==> src/rtl/trap_ctrl_pkg.sv <==
// Shared definitions for the machine-mode trap sequencer: FSM states, CSR
// addresses/masks matching the CSR file, cause codes and mstatus/mie bit positions.
package trap_ctrl_pkg;

    typedef enum logic [2:0] {
        ST_IDLE     = 3'd0,
        ST_W_MEPC   = 3'd1,
        ST_W_MCAUSE = 3'd2,
        ST_W_MSTAT  = 3'd3,
        ST_JUMP     = 3'd4
    } state_e;

    localparam logic [11:0] CSR_MSTATUS = 12'h300;
    localparam logic [11:0] CSR_MIE     = 12'h304;
    localparam logic [11:0] CSR_MTVEC   = 12'h305;
    localparam logic [11:0] CSR_MEPC    = 12'h341;
    localparam logic [11:0] CSR_MCAUSE  = 12'h342;

    // Writable-bit masks; must stay identical to the CSR file's masks.
    localparam logic [31:0] CSR_MSTATUS_MASK = 32'h0000_1888;
    localparam logic [31:0] CSR_MIE_MASK     = 32'h0000_0888;
    localparam logic [31:0] CSR_MTVEC_MASK   = 32'hFFFF_FFFC;
    localparam logic [31:0] CSR_MEPC_MASK    = 32'hFFFF_FFFC;

    localparam logic [31:0] CAUSE_ILLEGAL   = 32'h0000_0002;
    localparam logic [31:0] CAUSE_EBREAK    = 32'h0000_0003;
    localparam logic [31:0] CAUSE_ECALL     = 32'h0000_000B;
    localparam logic [31:0] CAUSE_IRQ_TIMER = 32'h8000_0007;
    localparam logic [31:0] CAUSE_IRQ_EXT   = 32'h8000_000B;

    localparam int unsigned MSTATUS_MIE  = 3;
    localparam int unsigned MSTATUS_MPIE = 7;
    localparam int unsigned MSTATUS_MPP  = 11;

    localparam int unsigned MIE_MTIE = 7;
    localparam int unsigned MIE_MEIE = 11;

    function automatic logic [31:0] trap_mstatus(input logic [31:0] old);
        logic [31:0] r;
        r                  = old;
        r[MSTATUS_MPIE]    = old[MSTATUS_MIE];
        r[MSTATUS_MIE]     = 1'b0;
        r[MSTATUS_MPP +: 2] = 2'b11;
        return r;
    endfunction

    // M-mode only: MPP is left at its current value on return.
    function automatic logic [31:0] mret_mstatus(input logic [31:0] old);
        logic [31:0] r;
        r               = old;
        r[MSTATUS_MIE]  = old[MSTATUS_MPIE];
        r[MSTATUS_MPIE] = 1'b1;
        return r;
    endfunction

endpackage

==> src/rtl/trap_ctrl_cause_enc.sv <==
// Combinational priority encoder selecting the trap/return taken by the EX instruction.
// Zero latency; purely a function of the current inputs and shadow enable bits.
module trap_cause_enc
    import trap_ctrl_pkg::*;
#(
    parameter bit IRQ_EN = 1'b1
) (
    input  logic        inst_valid_i,
    input  logic        ecall_i,
    input  logic        ebreak_i,
    input  logic        illegal_i,
    input  logic        mret_i,
    input  logic        irq_timer_i,
    input  logic        irq_ext_i,
    input  logic        mstatus_mie_i,
    input  logic        mie_mtie_i,
    input  logic        mie_meie_i,
    output logic        accept_o,
    output logic        is_mret_o,
    output logic [31:0] cause_o
);

    always_comb begin
        accept_o  = 1'b0;
        is_mret_o = 1'b0;
        cause_o   = 32'd0;
        if (inst_valid_i) begin
            if (IRQ_EN && irq_ext_i && mie_meie_i && mstatus_mie_i) begin
                accept_o = 1'b1;
                cause_o  = CAUSE_IRQ_EXT;
            end else if (IRQ_EN && irq_timer_i && mie_mtie_i && mstatus_mie_i) begin
                accept_o = 1'b1;
                cause_o  = CAUSE_IRQ_TIMER;
            end else if (illegal_i) begin
                accept_o = 1'b1;
                cause_o  = CAUSE_ILLEGAL;
            end else if (ecall_i) begin
                accept_o = 1'b1;
                cause_o  = CAUSE_ECALL;
            end else if (ebreak_i) begin
                accept_o = 1'b1;
                cause_o  = CAUSE_EBREAK;
            end else if (mret_i) begin
                accept_o  = 1'b1;
                is_mret_o = 1'b1;
            end
        end
    end

endmodule

==> src/rtl/trap_ctrl.sv <==
// Machine-mode trap sequencer owning the CSR write port; traps take 4 cycles after
// accept (mepc, mcause, mstatus, jump), mret takes 2 (mstatus, jump).
module trap_ctrl
    import trap_ctrl_pkg::*;
#(
    parameter bit IRQ_EN = 1'b1
) (
    input  logic        clk,
    input  logic        rst,
    input  logic        inst_valid_i,
    input  logic [31:0] inst_pc_i,
    input  logic        ecall_i,
    input  logic        ebreak_i,
    input  logic        illegal_i,
    input  logic        mret_i,
    input  logic        irq_timer_i,
    input  logic        irq_ext_i,
    input  logic        ex_csr_we_i,
    input  logic [31:0] ex_csr_waddr_i,
    input  logic [31:0] ex_csr_wdata_i,
    output logic        csr_we_o,
    output logic [31:0] csr_waddr_o,
    output logic [31:0] csr_wdata_o,
    output logic        stall_o,
    output logic        flush_o,
    output logic        jump_o,
    output logic [31:0] jump_addr_o
);

    state_e      state_q, state_d;
    logic [31:0] pc_q, pc_d;
    logic [31:0] cause_q, cause_d;
    logic        mret_q, mret_d;
    logic [31:0] mstatus_q, mstatus_d;
    logic [31:0] mie_q, mie_d;
    logic [31:0] mtvec_q, mtvec_d;
    logic [31:0] mepc_q, mepc_d;

    logic        accept;
    logic        is_mret;
    logic [31:0] cause;
    logic [31:0] mstat_nxt;

    trap_cause_enc #(
        .IRQ_EN (IRQ_EN)
    ) u_enc (
        .inst_valid_i  (inst_valid_i),
        .ecall_i       (ecall_i),
        .ebreak_i      (ebreak_i),
        .illegal_i     (illegal_i),
        .mret_i        (mret_i),
        .irq_timer_i   (irq_timer_i),
        .irq_ext_i     (irq_ext_i),
        .mstatus_mie_i (mstatus_q[MSTATUS_MIE]),
        .mie_mtie_i    (mie_q[MIE_MTIE]),
        .mie_meie_i    (mie_q[MIE_MEIE]),
        .accept_o      (accept),
        .is_mret_o     (is_mret),
        .cause_o       (cause)
    );

    assign mstat_nxt = mret_q ? mret_mstatus(mstatus_q) : trap_mstatus(mstatus_q);

    always_comb begin
        state_d     = state_q;
        pc_d        = pc_q;
        cause_d     = cause_q;
        mret_d      = mret_q;
        mstatus_d   = mstatus_q;
        mie_d       = mie_q;
        mtvec_d     = mtvec_q;
        mepc_d      = mepc_q;
        csr_we_o    = 1'b0;
        csr_waddr_o = 32'd0;
        csr_wdata_o = 32'd0;
        stall_o     = 1'b0;
        flush_o     = 1'b0;
        jump_o      = 1'b0;
        jump_addr_o = 32'd0;

        case (state_q)
            ST_IDLE: begin
                if (accept) begin
                    // The trapping instruction's own CSR write is dropped here.
                    stall_o = 1'b1;
                    flush_o = 1'b1;
                    pc_d    = inst_pc_i;
                    cause_d = cause;
                    mret_d  = is_mret;
                    state_d = is_mret ? ST_W_MSTAT : ST_W_MEPC;
                end else begin
                    csr_we_o    = ex_csr_we_i;
                    csr_waddr_o = ex_csr_waddr_i;
                    csr_wdata_o = ex_csr_wdata_i;
                    if (ex_csr_we_i) begin
                        case (ex_csr_waddr_i[11:0])
                            CSR_MSTATUS: mstatus_d = ex_csr_wdata_i & CSR_MSTATUS_MASK;
                            CSR_MIE:     mie_d     = ex_csr_wdata_i & CSR_MIE_MASK;
                            CSR_MTVEC:   mtvec_d   = ex_csr_wdata_i & CSR_MTVEC_MASK;
                            CSR_MEPC:    mepc_d    = ex_csr_wdata_i & CSR_MEPC_MASK;
                            default: ;
                        endcase
                    end
                end
            end
            ST_W_MEPC: begin
                csr_we_o    = 1'b1;
                csr_waddr_o = {20'd0, CSR_MEPC};
                csr_wdata_o = pc_q & ~32'h3;
                stall_o     = 1'b1;
                flush_o     = 1'b1;
                mepc_d      = pc_q & CSR_MEPC_MASK;
                state_d     = ST_W_MCAUSE;
            end
            ST_W_MCAUSE: begin
                csr_we_o    = 1'b1;
                csr_waddr_o = {20'd0, CSR_MCAUSE};
                csr_wdata_o = cause_q;
                stall_o     = 1'b1;
                flush_o     = 1'b1;
                state_d     = ST_W_MSTAT;
            end
            ST_W_MSTAT: begin
                csr_we_o    = 1'b1;
                csr_waddr_o = {20'd0, CSR_MSTATUS};
                csr_wdata_o = mstat_nxt;
                stall_o     = 1'b1;
                flush_o     = 1'b1;
                mstatus_d   = mstat_nxt & CSR_MSTATUS_MASK;
                state_d     = ST_JUMP;
            end
            ST_JUMP: begin
                // Direct vectoring only: mtvec mode bits never reach the target.
                jump_o      = 1'b1;
                jump_addr_o = mret_q ? mepc_q : (mtvec_q & ~32'h3);
                flush_o     = 1'b1;
                state_d     = ST_IDLE;
            end
            default: state_d = ST_IDLE;
        endcase

        // Reset forces the port quiet immediately, even mid-sequence.
        if (rst) begin
            csr_we_o    = 1'b0;
            csr_waddr_o = 32'd0;
            csr_wdata_o = 32'd0;
            stall_o     = 1'b0;
            flush_o     = 1'b0;
            jump_o      = 1'b0;
            jump_addr_o = 32'd0;
        end
    end

    always_ff @(posedge clk or posedge rst) begin
        if (rst) begin
            state_q   <= ST_IDLE;
            pc_q      <= 32'd0;
            cause_q   <= 32'd0;
            mret_q    <= 1'b0;
            mstatus_q <= 32'd0;
            mie_q     <= 32'd0;
            mtvec_q   <= 32'd0;
            mepc_q    <= 32'd0;
        end else begin
            state_q   <= state_d;
            pc_q      <= pc_d;
            cause_q   <= cause_d;
            mret_q    <= mret_d;
            mstatus_q <= mstatus_d;
            mie_q     <= mie_d;
            mtvec_q   <= mtvec_d;
            mepc_q    <= mepc_d;
        end
    end

endmodule

==> config.mk <==
export PLATFORM = sky130hd
export DESIGN_NAME = trap_ctrl
export DESIGN_NICKNAME = d
export VERILOG_FILES = /design/src/rtl/trap_ctrl_pkg.sv /design/src/rtl/trap_ctrl_cause_enc.sv /design/src/rtl/trap_ctrl.sv
export SDC_FILE = /design/constraint.sdc
export NUM_CORES = 1
export LEC_CHECK = 0
export CAP_MARGIN = 20
export CORE_MARGIN = 4
export CORE_UTILIZATION = 41
export DETAILED_ROUTE_END_ITERATION = 7
export PLACE_DENSITY = 0.77
export SETUP_SLACK_MARGIN = 0.05
export SLEW_MARGIN = 20
export SYNTH_ARGS = -nofsm -noshare
export SYNTH_HDL_FRONTEND = slang
export SYNTH_SLANG_ARGS = --single-unit
==> constraint.sdc <==
create_clock -name clk -period 4.3 [get_ports clk]
set_input_delay 0.43 -clock clk [delete_from_list [all_inputs] [get_ports clk]]
set_output_delay 0.43 -clock clk [all_outputs]
set_load 0.005 [all_outputs]
==> run_1/drive_strength.png <==
Drawn at 4 px/micron.
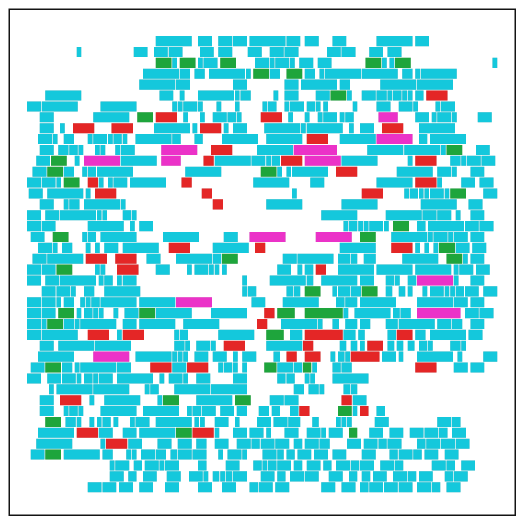
legend:
  green:
    size: drive 2
    cells: 40
  cyan:
    size: drive 1 or less
    cells: 662
  magenta:
    size: drive 6 and up
    cells: 13
  red:
    size: drive 3 to 4
    cells: 49
area delta synth->final: 43.2%
fin area: 8190 sq um
setup ws final: 0.658 ns
non-clock buffer count: 212

==> run_1/met2.png <==
Drawn at 2 px/micron. Cells faint in the background.
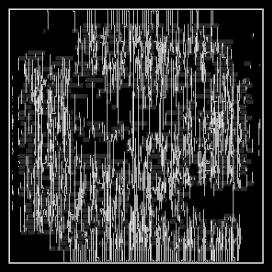
wire length on this layer: 9030 microns
share of all routed wire: 51%
longest straight run: 75.8 microns
nets with wire on the layer: 752
main direction: vertical

==> run_1/met3.png <==
Drawn at 2 px/micron.
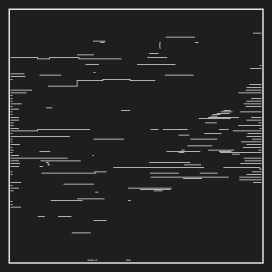
nets with wire on the layer: 121
wire length on this layer: 1190 microns
share of all routed wire: 6.7%
main direction: horizontal
via count: 5194
Routed WL: 17800 microns
met3 Resource Use GR: 0.0588

==> run_1/gate_families.png <==
Drawn at 4 px/micron.
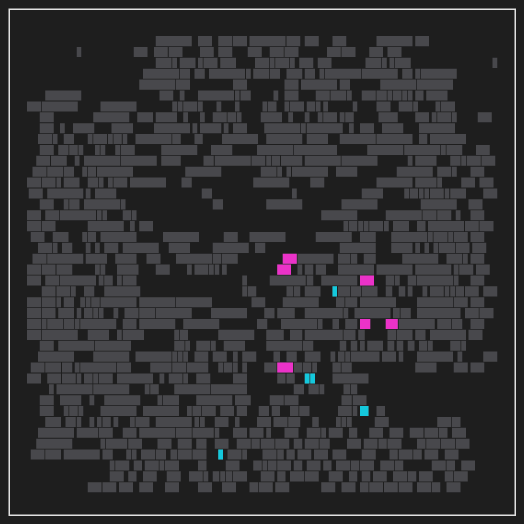
legend:
  magenta:
    family: AND-OR and OR-AND gates
    cells: 6
    most_used: o32a_1
  cyan:
    family: inverters
    cells: 5
    most_used: inv_1
    where: bottom centre

==> results.yml, run 1 <==
# yosys + openroad results
synth:
  synth_area_per_cell_sq_um: 9.78
  yosys.cell_types.count: 51
  synth_cells: 585
  ys_chip_area_sq_um: 5720
  area_leaders: "dfrtp_1 (46%), mux2_4 (7.9%), nor2_1 (6.8%)"
  synth-edff-count: 0
  ys_sh_xor: 0
  synthArstFlopShare: 1.00
  ys.flops: 105
  aoi_share: 0.122
  syn_area_sq_um: 5720
  top_area_frac: 0.459
  yosys-stat-cells: 585
  largest_area_cell: "dfrtp_1"
  simple_gate_share: 0.179
timing:
  post-route-min-period_ns: 3.64
  fin_crit_sh: 0.847
  fin_skew_ns: 0.0103
  fmax_mhz: 275
  setup_violations: 0
  rsz0062_at_grt: "false"
  slew_violations: 0
  tns_ns: 0
  max_slew.worst_pin.slew_ns: 0.994
routing:
  antenna_left: 0
  via_per_inst: 5.53
  drc: 0
worst_setup_path:
  worst_ep_arrival_time_ns: 3.21
  cp_num_buf_inv: 3
  critical_path_required_ns: 3.87
  crit_family: "buffers and inverters"
  cp.depth: 8
  endpoint_kind: "output pin"
  crit_top_cell: "clkdlybuf4s50_1"
layout:
  layout.nets: 865
  final_layout_size_suffix_gt1_frac: 0.134
pwr:
  leakagePower_nw: 3.53
  peakVddDrop_mv: 0.334
die:
  fp.dieW_microns: 126
  ios: 206
clocking:
  clkSinkCount: 105
  ctsHoldBuffers: 0
  h-tree-depth: 3
  cts_tree: "built"
global_routing:
  grt_max_degree: 77
  grtUsageTotal: 0.221
  grt_pass1_vias: 5428
  grt.overflow.total: 0
  antenna_found_initial: 0
job:
  maxCapViolations: 0
place:
  port_buffers: 201
worst_hold_path:
  holdCritStartpoint: "mstatus_q[11]"
  min_to: "mstatus_q[11]"
status:
  status: "complete, no violations"
[run 1: worst max path at each step]
| stage | start | endpoint | slack [ns] |
|---|---|---|---|
| 2_1_floorplan | rst | csr_waddr_o[22] | 1.52 |
| 3_3_place_gp | ecall_i | csr_wdata_o[11] | 0.76 |
| 3_5_place_dp | ecall_i | csr_we_o | 0.71 |
| 4_1_cts | ecall_i | csr_we_o | 0.69 |
| 5_1_grt | ecall_i | csr_we_o | 0.56 |
| 6_report | ecall_i | csr_we_o | 0.66 |
[run 1: metal layers]
metal	share of wire	wire [microns]	GRT usage	vias up
met5	0	0	0	-
met4	0.013	232	0.0511	0
met3	0.067	1190	0.0588	23
met2	0.51	9030	0.382	198
met1	0.41	7380	0.276	2567
li1	-	-	-	2406
[run 1: power breakdown]
part | internal [mW] | switching (mW)
Sequential | 1.33 | 0.288
Combinational | 0.915 | 0.884
Clock | 0.543 | 0.363
Total | 2.78 | 1.53
[run 1: area by class of cell]
type	count	area, sq um
multi-input cells	426	2900
clock buffers	12	256
repair buffers	212	2090
well taps	176	220
fillers	1133	5260
inverters	5	21.3
clock inverters	4	75.1
flip-flops and latches	105	2630
[run 1: through the flow]
| stage | total power, mW | utilization | hold slack [ns] | cells |
|---|---|---|---|---|
| final | 4.32 | 0.609 | 0.503 | 940 |
| after global routing | 4.61 | 0.609 | 0.521 | 940 |
| after CTS | 4.34 | 0.609 | 0.506 | 940 |
| after detailed placement | 3.43 | 0.584 | 0.492 | 924 |
| after global placement | 3.35 | 0.584 | 0.474 | 924 |
| after floorplan | 2.68 | - | 0.450 | 586 |
[run 1: sequential cells by signal, summed over array words and instances (netlist names)]
name,count
state_q,3
mtvec_q,30
mret_q,1
mepc_q,30
mstatus_q,4
pc_q,30
cause_q,5
mie_q,2
==> run 2, diff against run 1 <==
--- a/config.mk
+++ b/config.mk
@@ -7,9 +7,9 @@
 export LEC_CHECK = 0
 export CAP_MARGIN = 20
 export CORE_MARGIN = 4
-export CORE_UTILIZATION = 41
+export CORE_UTILIZATION = 45
 export DETAILED_ROUTE_END_ITERATION = 7
-export PLACE_DENSITY = 0.77
+export PLACE_DENSITY = 0.8
 export SETUP_SLACK_MARGIN = 0.05
 export SLEW_MARGIN = 20
 export SYNTH_ARGS = -nofsm -noshare
==> constraint.sdc (replaced) <==
create_clock -name clk -period 3.5 [get_ports clk]
set_input_delay 0.35 -clock clk [delete_from_list [all_inputs] [get_ports clk]]
set_output_delay 0.35 -clock clk [all_outputs]
set_load 0.005 [all_outputs]
==> run_2/met2.png <==
Drawn at 2 px/micron. Cells faint in the background.
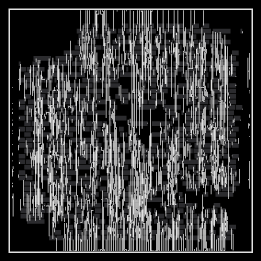
main direction: vertical
nets with wire on the layer: 729
met2 usage: 0.410
Routed WL: 17300 microns

==> run 2 against run 1 <==
  * Worst hold slack hardly changed
  * Design area is essentially flat
  * Sequential share of layout area hardly changed
  * Critical endpoint unchanged
  * Largest cell class unchanged
  * First-iteration DRC count is 14% lower
  * Flip-flop count unchanged
  * Synthesized cell count stayed put
  * Sequential power rose by 24%
  * Die size decreased by 8.3%
==> results.yml, run 2 <==
# yosys + openroad results
worst_setup_path:
  cpMaxStageDelayCell: "or4_4"
  slowest_delay_ns: 0.58
  r2r_start: "state_q[0]"
  cp_num_buf_inv: 3
  worstSetupPathType: "input pin to output pin"
  worst_ep_arrival_time_ns: 2.98
  crit_top_cell: "clkdlybuf4s50_1"
  endpoint_kind: "output pin"
  crit_family: "buffers and inverters"
  worstPathMaxFanout: 47
  critical_path_required_ns: 3.15
timing:
  tns_ns: 0
  rsz0062_at_grt: "false"
  fmax_mhz: 301
  slew_violations: 0
  fin_skew_ns: 0.00896
  post-route-min-period_ns: 3.33
  setup_violations: 0
  max_slew.worst_pin.slew_ns: 0.935
  fin_crit_sh: 0.950
synth:
  synth_cells: 585
  synth-edff-count: 0
  yosys-stat-cells: 585
  yosys.cell_types.count: 51
  largest_area_cell: "dfrtp_1"
  synth_area_per_cell_sq_um: 9.78
  synthArstFlopShare: 1.00
  area_leaders: "dfrtp_1 (46%), mux2_4 (7.9%), nor2_1 (6.8%)"
  syn_area_sq_um: 5720
  ys.flops: 105
  top_area_frac: 0.459
  ys_chip_area_sq_um: 5720
global_routing:
  grtUsageTotal: 0.238
  grt_pass1_vias: 5366
  grt.overflow.total: 0
  grt_max_degree: 74
  antenna_found_initial: 0
routing:
  firstDrtPassIters: 6
  vias: 5136
  antenna_left: 0
  drc: 0
  wl_per_cell_microns: 18.5
  via_per_inst: 5.49
die:
  ios: 206
  fp.dieW_microns: 121
worst_hold_path:
  holdCritStartpoint: "cause_q[1]"
  min_to: "cause_q[1]"
  whs_path_depth: 1
place:
  globalplace.congestion: 0.871
  dp_cells: 919
  port_buffers: 201
pwr:
  peakVddDrop_mv: 0.346
  leakagePower_nw: 3.55
  power_mw: 5.26
clocking:
  cts_root_buffer: "clkbuf_16"
  ctsHoldBuffers: 0
  cts_tree: "built"
  cts_max_path_buffers: 2
  h-tree-depth: 3
  clkSinkCount: 105
layout:
  largest_registers: "mepc_q x30, mtvec_q x30, pc_q x30"
  final_cells: 935
  final_layout_size_suffix_gt1_frac: 0.137
  layout.nets: 868
  area_growth_pct: 43.3
  n_fill_cell: 990
  seq_area_sq_um: 2630
  comb_area_sq_um: 2890
job:
  maxCapViolations: 0
status:
  status: "complete, no violations"
==> run 2: stage by stage <==
step	utilization	hold WS [ns]	setup slack [ns]	area [sq um]
floorplan	-	0.450	0.881	5720
global placement	0.645	0.476	0.231	7880
detailed placement	0.645	0.488	0.209	7880
CTS	0.671	0.501	0.135	8190
global route	0.671	0.522	0.0486	8200
finish	0.671	0.503	0.174	8200
==> run 2: cell type report <==
cell class	instances	area share
multi-input combinational	426	0.353
sequential	105	0.321
timing repair buffer	215	0.260
clock buffer	9	0.0275
tap	168	0.0256
clock inverter	7	0.0105
inverter	5	0.00260
==> run 2: how the worst max path moves through the flow <==
stage                     slack (ns)  depth (start not counted)        from              end
after floorplan                 0.88                          3         rst  csr_waddr_o[22]
after global placement          0.23                          8     ecall_i         csr_we_o
after detailed placement        0.21                          8     ecall_i         csr_we_o
after CTS                       0.14                          7  state_q[0]         csr_we_o
after global routing            0.05                          8     ecall_i         csr_we_o
final                           0.17                          8     ecall_i         csr_we_o
==> run 2: logic make-up after synthesis <==
kind of cell	Yosys count	synth area share
mux	93	0.196
other cells	1	0.000656
flops	105	0.459
buf+inv	55	0.0420
simple gates	231	0.179
compound gates	100	0.122
==> run 2: layer usage <==
layer	vias to the layer above	routed length (microns)	global-route usage
met4	0	240	0.0517
met3	19	975	0.0557
met2	178	8590	0.410
met5	-	0	0
li1	2423	-	-
met1	2516	7490	0.307
==> run 2: power by group <==
| part | switching (mW) | total (mW) | leakage [nW] | internal, mW |
|---|---|---|---|---|
| clock network | 0.482 | 1.05 | 0.150 | 0.570 |
| registers | 0.359 | 1.99 | 1.29 | 1.63 |
| logic | 1.08 | 2.22 | 2.10 | 1.14 |
Power and IR drop assume default switching activity.
